[src/rtl/arm_pkg.sv]
// Shared definitions for the ARM-subset pipeline: ALU command encodings and
// NZCV status layout.
package arm_pkg;

    localparam int unsigned STATUS_W = 4;

    localparam int unsigned N_BIT = 3;
    localparam int unsigned Z_BIT = 2;
    localparam int unsigned C_BIT = 1;
    localparam int unsigned V_BIT = 0;

    localparam logic [3:0] CMD_NOP = 4'b0000;
    localparam logic [3:0] CMD_MOV = 4'b0001;
    localparam logic [3:0] CMD_ADD = 4'b0010;
    localparam logic [3:0] CMD_ADC = 4'b0011;
    localparam logic [3:0] CMD_SUB = 4'b0100;
    localparam logic [3:0] CMD_SBC = 4'b0101;
    localparam logic [3:0] CMD_AND = 4'b0110;
    localparam logic [3:0] CMD_ORR = 4'b0111;
    localparam logic [3:0] CMD_EOR = 4'b1000;
    localparam logic [3:0] CMD_MVN = 4'b1001;

    // Undefined encodings act as NOP, so they must not touch the flags either.
    function automatic logic cmd_sets_flags(input logic [3:0] cmd);
        return (cmd != CMD_NOP) && (cmd <= CMD_MVN);
    endfunction

endpackage

[src/rtl/exe_stage_if.sv]
// ID/EX-side inputs and EX/MEM-side outputs of the execute stage.
interface exe_stage_if;
    import arm_pkg::*;

    logic                stall;
    logic                in_valid;
    logic [3:0]          exe_cmd;
    logic [31:0]         val1;
    logic [31:0]         val2;
    logic [31:0]         st_val;
    logic [31:0]         pc;
    logic [23:0]         signed_imm_24;
    logic                s;
    logic                b;
    logic                wb_en;
    logic                mem_r_en;
    logic                mem_w_en;
    logic [3:0]          dest;

    logic [STATUS_W-1:0] status;
    logic                branch_taken;
    logic [31:0]         branch_addr;
    logic                out_valid;
    logic                wb_en_out;
    logic                mem_r_en_out;
    logic                mem_w_en_out;
    logic [31:0]         alu_res;
    logic [31:0]         st_val_out;
    logic [3:0]          dest_out;

    modport master (
        output stall, in_valid, exe_cmd, val1, val2, st_val, pc, signed_imm_24,
               s, b, wb_en, mem_r_en, mem_w_en, dest,
        input  status, branch_taken, branch_addr, out_valid, wb_en_out,
               mem_r_en_out, mem_w_en_out, alu_res, st_val_out, dest_out
    );

    modport slave (
        input  stall, in_valid, exe_cmd, val1, val2, st_val, pc, signed_imm_24,
               s, b, wb_en, mem_r_en, mem_w_en, dest,
        output status, branch_taken, branch_addr, out_valid, wb_en_out,
               mem_r_en_out, mem_w_en_out, alu_res, st_val_out, dest_out
    );

endinterface

[src/rtl/exe_alu.sv]
// Combinational ALU: 33-bit add/sub datapath plus logic ops, producing the
// result and candidate NZCV. cv_en says whether C and V are meaningful.
module exe_alu
    import arm_pkg::*;
(
    input  logic [3:0]          cmd,
    input  logic [31:0]         val1,
    input  logic [31:0]         val2,
    input  logic                c_in,
    output logic [31:0]         res,
    output logic [STATUS_W-1:0] nzcv,
    output logic                cv_en
);

    logic [31:0] op_b;
    logic        carry_in;
    logic [32:0] sum;

    // Subtraction reuses the adder: val1 + ~val2 + carry, so C is NOT borrow.
    always_comb begin
        op_b     = val2;
        carry_in = 1'b0;
        cv_en    = 1'b0;
        case (cmd)
            CMD_ADD: cv_en = 1'b1;
            CMD_ADC: begin carry_in = c_in; cv_en = 1'b1; end
            CMD_SUB: begin op_b = ~val2; carry_in = 1'b1; cv_en = 1'b1; end
            CMD_SBC: begin op_b = ~val2; carry_in = c_in; cv_en = 1'b1; end
            default: ;
        endcase
        sum = {1'b0, val1} + {1'b0, op_b} + {32'b0, carry_in};
    end

    always_comb begin
        res = '0;
        case (cmd)
            CMD_MOV: res = val2;
            CMD_MVN: res = ~val2;
            CMD_ADD, CMD_ADC, CMD_SUB, CMD_SBC: res = sum[31:0];
            CMD_AND: res = val1 & val2;
            CMD_ORR: res = val1 | val2;
            CMD_EOR: res = val1 ^ val2;
            default: res = '0;
        endcase
    end

    always_comb begin
        nzcv        = '0;
        nzcv[N_BIT] = res[31];
        nzcv[Z_BIT] = (res == 32'd0);
        nzcv[C_BIT] = sum[32];
        nzcv[V_BIT] = (val1[31] == op_b[31]) && (sum[31] != val1[31]);
    end

endmodule

[src/rtl/exe_stage.sv]
// Execute stage: ALU, NZCV status register, branch target adder and the
// EX/MEM pipeline register.
module exe_stage
    import arm_pkg::*;
#(
    parameter logic [STATUS_W-1:0] STATUS_RST = 4'b0000
) (
    input logic        clk,
    input logic        rst_n,
    exe_stage_if.slave ex
);

    logic [STATUS_W-1:0] status_q;
    logic [STATUS_W-1:0] status_d;
    logic                out_valid_q, wb_en_q, mem_r_en_q, mem_w_en_q;
    logic [31:0]         alu_res_q, st_val_q;
    logic [3:0]          dest_q;

    logic [31:0]         alu_out;
    logic [STATUS_W-1:0] alu_nzcv;
    logic                alu_cv_en;
    logic                status_upd;

    exe_alu u_alu (
        .cmd  (ex.exe_cmd),
        .val1 (ex.val1),
        .val2 (ex.val2),
        .c_in (status_q[C_BIT]),
        .res  (alu_out),
        .nzcv (alu_nzcv),
        .cv_en(alu_cv_en)
    );

    // Logic ops and moves leave C and V untouched.
    always_comb begin
        status_d        = status_q;
        status_d[N_BIT] = alu_nzcv[N_BIT];
        status_d[Z_BIT] = alu_nzcv[Z_BIT];
        if (alu_cv_en) begin
            status_d[C_BIT] = alu_nzcv[C_BIT];
            status_d[V_BIT] = alu_nzcv[V_BIT];
        end
    end

    assign status_upd = ex.in_valid && ex.s && cmd_sets_flags(ex.exe_cmd);

    always_ff @(posedge clk) begin
        if (!rst_n) begin
            status_q    <= STATUS_RST;
            out_valid_q <= 1'b0;
            wb_en_q     <= 1'b0;
            mem_r_en_q  <= 1'b0;
            mem_w_en_q  <= 1'b0;
            alu_res_q   <= '0;
            st_val_q    <= '0;
            dest_q      <= '0;
        end else if (!ex.stall) begin
            if (status_upd) status_q <= status_d;
            out_valid_q <= ex.in_valid;
            wb_en_q     <= ex.wb_en & ex.in_valid;
            mem_r_en_q  <= ex.mem_r_en & ex.in_valid;
            mem_w_en_q  <= ex.mem_w_en & ex.in_valid;
            alu_res_q   <= alu_out;
            st_val_q    <= ex.st_val;
            dest_q      <= ex.dest;
        end
    end

    assign ex.branch_addr  = ex.pc + {{6{ex.signed_imm_24[23]}}, ex.signed_imm_24, 2'b00};
    assign ex.branch_taken = ex.in_valid & ex.b & ~ex.stall;

    assign ex.status       = status_q;
    assign ex.out_valid    = out_valid_q;
    assign ex.wb_en_out    = wb_en_q;
    assign ex.mem_r_en_out = mem_r_en_q;
    assign ex.mem_w_en_out = mem_w_en_q;
    assign ex.alu_res      = alu_res_q;
    assign ex.st_val_out   = st_val_q;
    assign ex.dest_out     = dest_q;

endmodule
[src/flat_wrapper.sv]
// flat-port wrapper written by rule: the top's interface ports become plain ports
module exe_stage_flat import arm_pkg::*;
#(
    parameter logic [STATUS_W-1:0] STATUS_RST = 4'b0000
)
  (clk, rst_n, ex_stall, ex_in_valid, ex_exe_cmd, ex_val1, ex_val2, ex_st_val, ex_pc, ex_signed_imm_24, ex_s, ex_b, ex_wb_en, ex_mem_r_en, ex_mem_w_en, ex_dest, ex_status, ex_branch_taken, ex_branch_addr, ex_out_valid, ex_wb_en_out, ex_mem_r_en_out, ex_mem_w_en_out, ex_alu_res, ex_st_val_out, ex_dest_out);
  exe_stage_if ex_i ();
  input logic clk;
  input logic rst_n;
  input wire logic [$bits(ex_i.stall)-1:0] ex_stall;
  input wire logic [$bits(ex_i.in_valid)-1:0] ex_in_valid;
  input wire logic [$bits(ex_i.exe_cmd)-1:0] ex_exe_cmd;
  input wire logic [$bits(ex_i.val1)-1:0] ex_val1;
  input wire logic [$bits(ex_i.val2)-1:0] ex_val2;
  input wire logic [$bits(ex_i.st_val)-1:0] ex_st_val;
  input wire logic [$bits(ex_i.pc)-1:0] ex_pc;
  input wire logic [$bits(ex_i.signed_imm_24)-1:0] ex_signed_imm_24;
  input wire logic [$bits(ex_i.s)-1:0] ex_s;
  input wire logic [$bits(ex_i.b)-1:0] ex_b;
  input wire logic [$bits(ex_i.wb_en)-1:0] ex_wb_en;
  input wire logic [$bits(ex_i.mem_r_en)-1:0] ex_mem_r_en;
  input wire logic [$bits(ex_i.mem_w_en)-1:0] ex_mem_w_en;
  input wire logic [$bits(ex_i.dest)-1:0] ex_dest;
  output wire logic [$bits(ex_i.status)-1:0] ex_status;
  output wire logic [$bits(ex_i.branch_taken)-1:0] ex_branch_taken;
  output wire logic [$bits(ex_i.branch_addr)-1:0] ex_branch_addr;
  output wire logic [$bits(ex_i.out_valid)-1:0] ex_out_valid;
  output wire logic [$bits(ex_i.wb_en_out)-1:0] ex_wb_en_out;
  output wire logic [$bits(ex_i.mem_r_en_out)-1:0] ex_mem_r_en_out;
  output wire logic [$bits(ex_i.mem_w_en_out)-1:0] ex_mem_w_en_out;
  output wire logic [$bits(ex_i.alu_res)-1:0] ex_alu_res;
  output wire logic [$bits(ex_i.st_val_out)-1:0] ex_st_val_out;
  output wire logic [$bits(ex_i.dest_out)-1:0] ex_dest_out;
  assign ex_i.stall = ex_stall;
  assign ex_i.in_valid = ex_in_valid;
  assign ex_i.exe_cmd = ex_exe_cmd;
  assign ex_i.val1 = ex_val1;
  assign ex_i.val2 = ex_val2;
  assign ex_i.st_val = ex_st_val;
  assign ex_i.pc = ex_pc;
  assign ex_i.signed_imm_24 = ex_signed_imm_24;
  assign ex_i.s = ex_s;
  assign ex_i.b = ex_b;
  assign ex_i.wb_en = ex_wb_en;
  assign ex_i.mem_r_en = ex_mem_r_en;
  assign ex_i.mem_w_en = ex_mem_w_en;
  assign ex_i.dest = ex_dest;
  assign ex_status = ex_i.status;
  assign ex_branch_taken = ex_i.branch_taken;
  assign ex_branch_addr = ex_i.branch_addr;
  assign ex_out_valid = ex_i.out_valid;
  assign ex_wb_en_out = ex_i.wb_en_out;
  assign ex_mem_r_en_out = ex_i.mem_r_en_out;
  assign ex_mem_w_en_out = ex_i.mem_w_en_out;
  assign ex_alu_res = ex_i.alu_res;
  assign ex_st_val_out = ex_i.st_val_out;
  assign ex_dest_out = ex_i.dest_out;
  exe_stage #(.STATUS_RST(STATUS_RST)) u_core (.clk(clk), .rst_n(rst_n), .ex(ex_i));
endmodule
[config.mk]
export PLATFORM = sky130hd
export DESIGN_NAME = exe_stage_flat
export DESIGN_NICKNAME = d
export VERILOG_FILES = /design/src/rtl/arm_pkg.sv /design/src/rtl/exe_stage_if.sv /design/src/rtl/exe_alu.sv /design/src/rtl/exe_stage.sv /design/src/flat_wrapper.sv
export SDC_FILE = /design/constraint.sdc
export NUM_CORES = 1
export LEC_CHECK = 0
export ABC_CLOCK_PERIOD_IN_PS = 8800
export CORE_MARGIN = 2
export CORE_UTILIZATION = 53
export CTS_CLUSTER_DIAMETER = 80
export CTS_CLUSTER_SIZE = 12
export DETAILED_ROUTE_END_ITERATION = 12
export PLACE_DENSITY = 0.89
export SLEW_MARGIN = 20
export SYNTH_ARGS = -nofsm -noshare
export SYNTH_HDL_FRONTEND = slang
export SYNTH_HIERARCHICAL = 1
export SYNTH_SLANG_ARGS = --single-unit
[constraint.sdc]
create_clock -name clk -period 8.8 [get_ports clk]
set_clock_uncertainty 0.15 [all_clocks]
set_input_delay 1.76 -clock clk [delete_from_list [all_inputs] [get_ports clk]]
set_output_delay 1.76 -clock clk [all_outputs]
set_load 0.02 [all_outputs]
==> run_1/pins.png <==
Scale: 3 px per µm. Pins as bars across the die edge, other pins in grey.
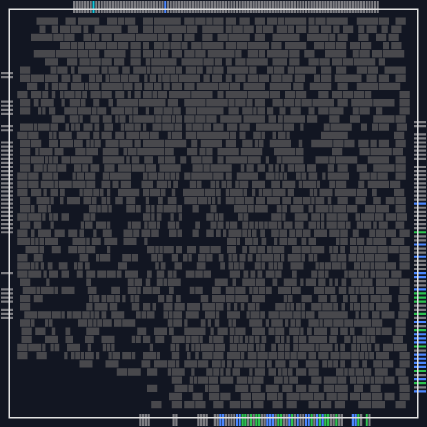
`ex_branch_taken` -> cyan  # pins 1, direction output, edge north
`ex_signed_imm_24` -> green  # pins 24, direction input, edge 15 south, 9 east
`ex_branch_addr` -> blue  # pins 32, direction output, edge 16 east, 15 south, 1 north
all pins by edge = 111 north, 65 east, 63 south, 39 west

==> run_1/port_nets.png <==
Scale: 2 px per µm.
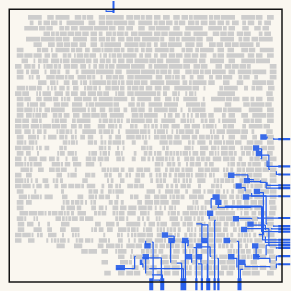
`ex_branch_addr` -> blue  # bits 32, direction output, edge 16 east, 15 south, 1 north, end cells 30, buffers 30, wire 701 µm

==> notes.md, run 1 <==
Figures from the implementation reports.

- The run finished with clean final reports.
- The dominant non-sequential cell family after synthesis reads AND-OR/OR-AND gates.
- The type of the worst setup path reads in -> reg.
- Across the whole layout, storage elements account for 0.001521 mm².
- The clock reaches the later pin of the worst-skew pair after 0.34 ns.
- Per the timing report, the most critical flop-to-flop path finishes at u_core/ex.status[2].
- The number of cells traversed by the worst register-to-register path is 17.
- The most used logic cell in the final layout is clkdlybuf4s50_1.
- Summed over all nets, wire length on met3 after detailed routing comes to 2.411 mm.
- When the netlist entered floorplanning its net count stood at 1,461.
- Along the worst path, the maximum fanout reaches 21.
- The type recorded for the worst min-delay path is reg -> reg.
- The post-DP HPWL reads 23.59 mm.
- The cell type group with the largest total delay on the critical path reads simple AND/OR/NAND/NOR gates.
- The number of global-route vias before repair is 9,530.
- The startpoint kind of the worst setup timing path reads an input pin.
- The leakage component of the power reads 5.259 nW.
- The final period demand of the worst path is 7.340 ns.
- The final layout report lists a non-clock inverter count of 86.
- There are 76 flip-flops and latches.
- The number of core rows reads 48.
- The beginning of the critical path reads ex_exe_cmd[3].
- Global routing used 37.73% of the available met1 tracks.
- The chip height reads 135.6 µm.
- The worst vdd rail ir drop is 121.4 µV.
- The multiplexer area fraction after synthesis is 7.630%.
- Setup repair after global routing left no endpoint under its margin.
- The critical hold path startpoint reads u_core/ex.status[3].
- Sorting the synthesized cells by area gives the leading types as ha_1 17%, dfxtp_1 17%, mux2i_1 7.6%.
- The post-synth tally of flip-flops with integrated enable reads 0.
- The tally of non-filler cells in the final layout is 1,622.
- The number of cells after detailed placement reads 1,606.
- CTS placed an instance of clkbuf_16 at the clock tree root.
- The global placer's final weighted congestion is 0.9665.
- In the hold timing report, the worst path depth is 2.
- The final-layout clock buffer total reads 11.
- Per the summary, power density relative to cell area is 127.3 mW/mm².
- The relative slew slack is 31.06%.
- The final timing summary puts the cycle share of the worst path at 83.41%.
- In this run, power in the clock network comes to 0.381 mW.
- The met3 usage is 6.734%.
- The initial antenna violation count is 0.
- The most frequently used flop master after synthesis reads dfxtp_1.
- The post-synthesis instance total is 1,165.
- The clock share of power is 24.3%.
- The multi-input logic portion of the cell area reads 57.56%.
- The worst flop-to-flop path startpoint reads u_core/ex.status[1].
- The instance area after placement reads 0.01197 mm².
- The highest metal layer with signal wires reads met4.
- The clock tree from TritonCTS reads built.
- The number of clock buffers inserted by TritonCTS reads 9.
- The sequential share of cell area reads 12.38%.
- The number of buffers other than clock buffers in the final layout is 280.
- The synthesis stats list as the most numerous cell ha_1.
- The slowest stage of the critical path is the clkdlybuf4s50_1 cell.
- The relative area of non-clock buffer cells in the final design reads 22.60%.
- The number of buffers inserted for hold repair after clock tree synthesis is 0.
- Synthesis inferred 76 register bits.
- On the reported timing paths, the clock transition at the registers reads 0.06 ns.
- The setup TNS after final layout reads 0 ns.
- The repair_antennas step left the layout with diodes totalling 0.
- Gates resized during post-CTS repair numbered 0.
- The utilization after layout is 71.81%.
- The endpoint type of the worst setup path is a flop.
- The top power consumer group reads combinational cells.
- The number of setup violations in the final report is 0.
- The synth_stat.txt file lists the number of cells as 1,165.
- The dominant kind of cell by area is multi-input combinational cells.
- The area share of and/or/nand/nor cells after synthesis reads 20.41%.
- The DRC marker count from the first detailed-route iteration is 583.
- The H-tree generated during clock tree synthesis spans 3 levels.
- Summed over all layers, the global routing overflow is 0.
- The detailed-routing iteration count for the pre-antenna-repair pass is 5.
- Max-slew check failures listed in the final report amount to 0.
- The power dissipated in sequential cells is 0.383 mW.
- The switching power share of the total is 37.84%.
- The data required time of the critical path reads 8.90 ns.
- TritonRoute reported its final design rule violation total as 0.
- Summing all multi-input logic gate instances after layout gives 0.007076 mm².
- The number of nets with antenna violations after detailed routing is 0.
==> run_1/met2.png <==
Scale: 3 px per µm.
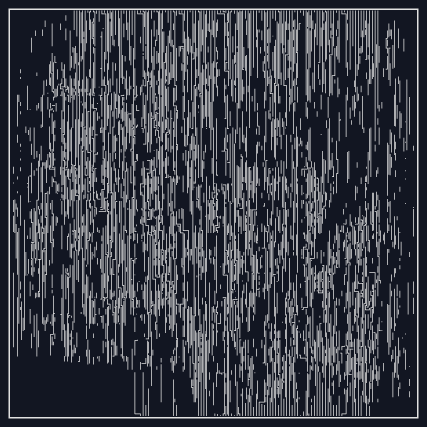
wire length on this layer = 14,600 µm
main direction = vertical
met2 Usage GRT: 56.20%
via count: 9,667
routed wire length: 30.57 mm

==> run_1/metal_stack.png <==
Scale: 2 px per µm. Two of the layers only.
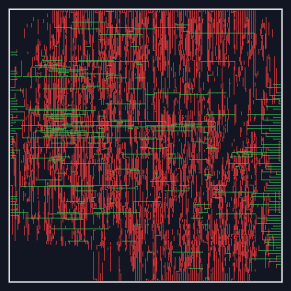
met2 -> red  # wire length 14,600 µm
met3 -> green  # wire length 2,410 µm
WL per Instance: 18.85 µm
global-route total usage across every layer: 31.90%

==> run_1/final_placement.png <==
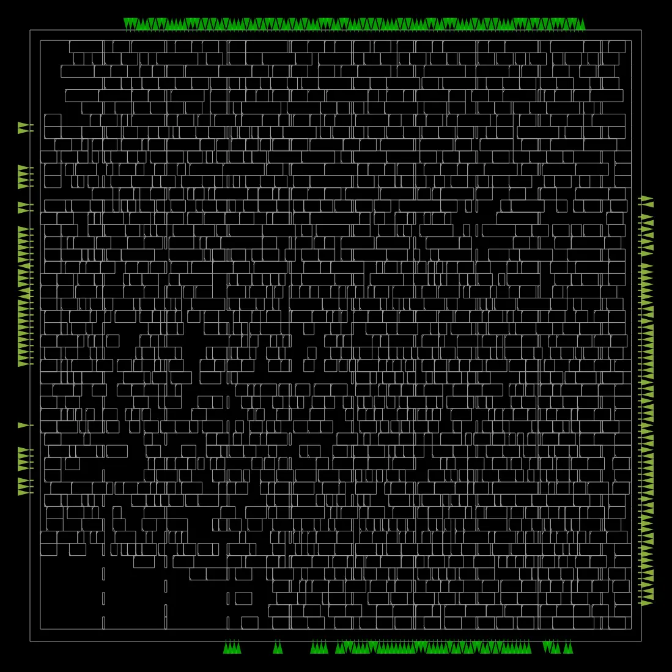

--- run 2 (diff from run 1) ---
--- a/config.mk
+++ b/config.mk
@@ -5,13 +5,13 @@
 export SDC_FILE = /design/constraint.sdc
 export NUM_CORES = 1
 export LEC_CHECK = 0
-export ABC_CLOCK_PERIOD_IN_PS = 8800
+export ABC_CLOCK_PERIOD_IN_PS = 7500
 export CORE_MARGIN = 2
-export CORE_UTILIZATION = 53
+export CORE_UTILIZATION = 49
 export CTS_CLUSTER_DIAMETER = 80
 export CTS_CLUSTER_SIZE = 12
 export DETAILED_ROUTE_END_ITERATION = 12
-export PLACE_DENSITY = 0.89
+export PLACE_DENSITY = 0.83
 export SLEW_MARGIN = 20
 export SYNTH_ARGS = -nofsm -noshare
 export SYNTH_HDL_FRONTEND = slang
==> constraint.sdc (replaced) <==
create_clock -name clk -period 7.5 [get_ports clk]
set_clock_uncertainty 0.15 [all_clocks]
set_input_delay 1.5 -clock clk [delete_from_list [all_inputs] [get_ports clk]]
set_output_delay 1.5 -clock clk [all_outputs]
set_load 0.02 [all_outputs]
==> run_2/final_placement.png <==
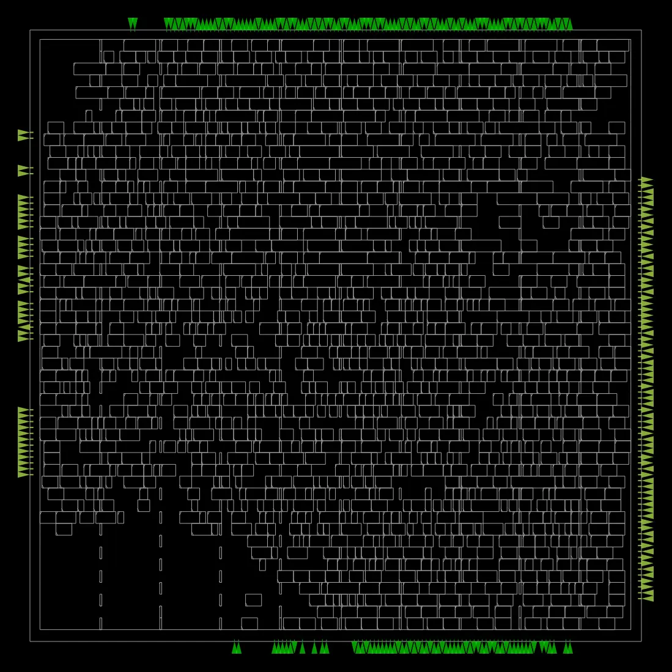
layout filler cell count: 1,593
total core area: 0.01852 mm²
Cell Count, Final, Fillers Out: 1,638
Core Util, Final: 66.69%
sequential share of cell area: 12.32%

==> run_2/pins.png <==
Scale: 3 px per µm. Pins as bars across the die edge, other pins in grey.
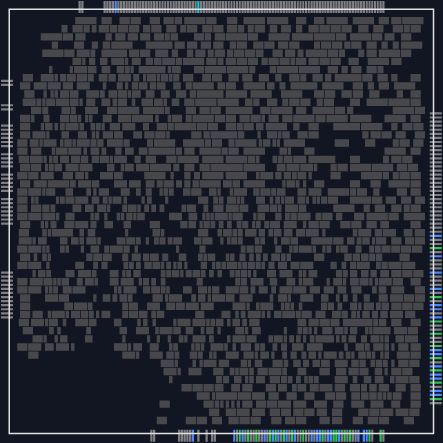
`ex_branch_taken` -> cyan  # pins 1, direction output, edge north
`ex_signed_imm_24` -> green  # pins 24, direction input, edge 15 south, 9 east
`ex_branch_addr` -> blue  # pins 32, direction output, edge 17 south, 14 east, 1 north
all pins by edge = 104 north, 72 east, 64 south, 38 west

==> notes.md, run 2 <==
Figures from the implementation reports.

- The chip width reads 140.9 µm.
- The multi-input logic portion of the cell area is 57.25%.
- The post-synthesis register bit count is 76.
- The met3 usage reads 4.076%.
- Across all hold checks on the routed design, the worst slack comes to 0.3140 ns.
- The post-DP HPWL reads 22.94 mm.
- The global placer's final weighted congestion is 0.9848.
- Walking the worst path, the cells encountered are clkdlybuf4s50_1 -> ha_1 -> inv_1 -> fa_1 -> nor2b_1 -> o2111ai_1 -> nand3b_1 -> a31oi_1 -> o31ai_2 -> a21oi_1 -> xnor2_1 -> clkdlybuf4s50_1.
- By area, multi-input combinational cells come first.
- The post-synthesis instance area reads 0.009183 mm².
- Dividing the final minimum period by the clock period gives 84.01%.
- The number of clock buffers inserted by TritonCTS reads 9.
- The detailed-routing iteration count for the pre-antenna-repair pass reads 5.
- According to the cell report, the number of logic gates is 939.
- Yosys reports the multiplexer fraction of the synthesized area as 7.630%.
- The number of global-route vias before repair is 9,121.
- The clock tree from TritonCTS reads built.
- Looking at hold timing, the worst path starts from u_core/ex.status[0].
- The yosys warning tally is 6.
- The instance count along the most critical hold path reads 2.
- The run finished with clean final reports.
- The cell with the largest stage delay on the worst path is clkdlybuf4s50_1.
- The combinational-cell power consumption reads 0.937 mW.
- The worst setup path is captured at an output pin.
- In this run the top signal layer used is met4.
- The post-CTS clock slew at the launch and capture registers of the worst setup and hold paths reads 0.06 ns.
- The final count of pins violating max slew reads 0.
- The path class of the lowest-slack min-delay path reads reg -> reg.
- The antenna diode count is 0.
- The area share of and/or/nand/nor cells after synthesis is 20.41%.
- The beginning of the critical path is ex_pc[2].
- The worst reg-to-reg setup slack reads 3.34 ns.
- The most frequently used flop master after synthesis is dfxtp_1.
- The overall power is 1.835 mW.
- The setup TNS after final layout is 0 ns.
- For this run, global-route usage on met1 was measured as 35.35%.
- The detailed-routed wire length on met3 reads 1.895 mm.
- The final wirelength is 29.30 mm.
- The DRC marker count from the first detailed-route iteration is 729.
- The reg-to-reg critical path endpoint reads u_core/ex.status[2].
- The startpoint kind of the worst setup timing path is an input pin.
- The number of cells traversed by the worst register-to-register path reads 17.
- The remaining routing DRC violations reads 0.
- Per the slew report, the remaining headroom to the max-slew limit stands at 30.89%.
- The synthesized netlist contains 88 unique library cells.
- The type of the worst setup path reads in -> out.
- The final period demand of the worst path is 6.301 ns.
- The area taken by sequential standard cells is reported as 0.001521 mm².
- The worst vdd rail ir drop is 103.8 µV.
- The number of core rows reads 50.
- The power dissipated in sequential cells is 0.447 mW.
- The number of buffers other than clock buffers in the final layout is 287.
- Net switching is 38.04% of the power.
- The number of non-clock inverters in the layout reads 86.
- The relative area of non-clock buffer cells in the final design is 22.94%.
- Ranked by total cell area, the synthesized netlist is headed by ha_1 17%, dfxtp_1 17%, mux2i_1 7.6%.
- The number of vias after detailed routing is 9,474.
- The sequential share of power is 24.3%.
- The net count after synthesis is 1,461.
- The top power consumer group is combinational cells.
- For reference, the top logic cell family by area is AND-OR/OR-AND gates.
- Setup repair after global routing left no endpoint under its margin.
- The global router reports that the layer with the highest usage is met2.
- The post-route cell area is 0.01235 mm².
- The post-CTS setup buffer count is 0.
- The clock network latency to the later pin of the worst-skew pair reads 0.33 ns.
- The cell repeated most along the worst path is clkdlybuf4s50_1.
- The number of buffers on the longest clock path is 2.
- The initial antenna violation count is 0.
- In the global route stage, met2 resource usage came out at 50.65%.
- The script computed a power per unit cell area of 148.6 mW/mm².
- The post-synthesis instance total reads 1,165.
- The H-tree depth reads 3.
- The data required time of the critical path is 5.85 ns.
- The final-layout clock buffer total is 10.
- For this run the top cell type by instance count after synthesis was ha_1.
- The number of resized instances in the post-cts repair step reads 0.
- The startpoint identified for the worst register-to-register timing path is u_core/ex.status[1].
- The power report attributes to the combinational group a share of 51.0%.
- The total clock sinks reads 76.
- The mean routed wirelength per cell is 17.89 µm.
- Per the placement report, the placed cell count is 1,622.
- The global-route total usage across every layer reads 28.43%.
- The number of setup violations in the final report reads 0.
- The most used logic cell in the final layout is clkdlybuf4s50_1.
- The flow reports power dissipated in the clock network as 0.452 mW.
- The instance area after placement reads 0.01204 mm².
- The maximum cell stage delay along the critical path is 0.65 ns.
- The leakage component of the power reads 5.296 nW.
- The flop count is 76.
- The total cells reported by yosys after synthesis reads 1,165.
- The cell type group with the largest total delay on the critical path is buffers and inverters.
- In this run, the clock network consumes 24.6% of the power.
- The number of buffers inserted for hold repair after clock tree synthesis is 0.
- According to the floorplan report, the die height is 140.9 µm.
- The count of nets left with antenna violations once routing finished came out at 0.
- The remaining global-route overflow is 0.
- The count of max-cap constraint violations reads 0.
- The post-synth tally of flip-flops with integrated enable reads 0.
- In this run the number of cells on the critical path is 12.
- The total area of multi-input combinational cells reads 0.007071 mm².
- The largest fanout of any net on the critical path reads 4.
- The tree is rooted in a clkbuf_16.
No activity file was given, so power comes from the tool's default toggle rates.
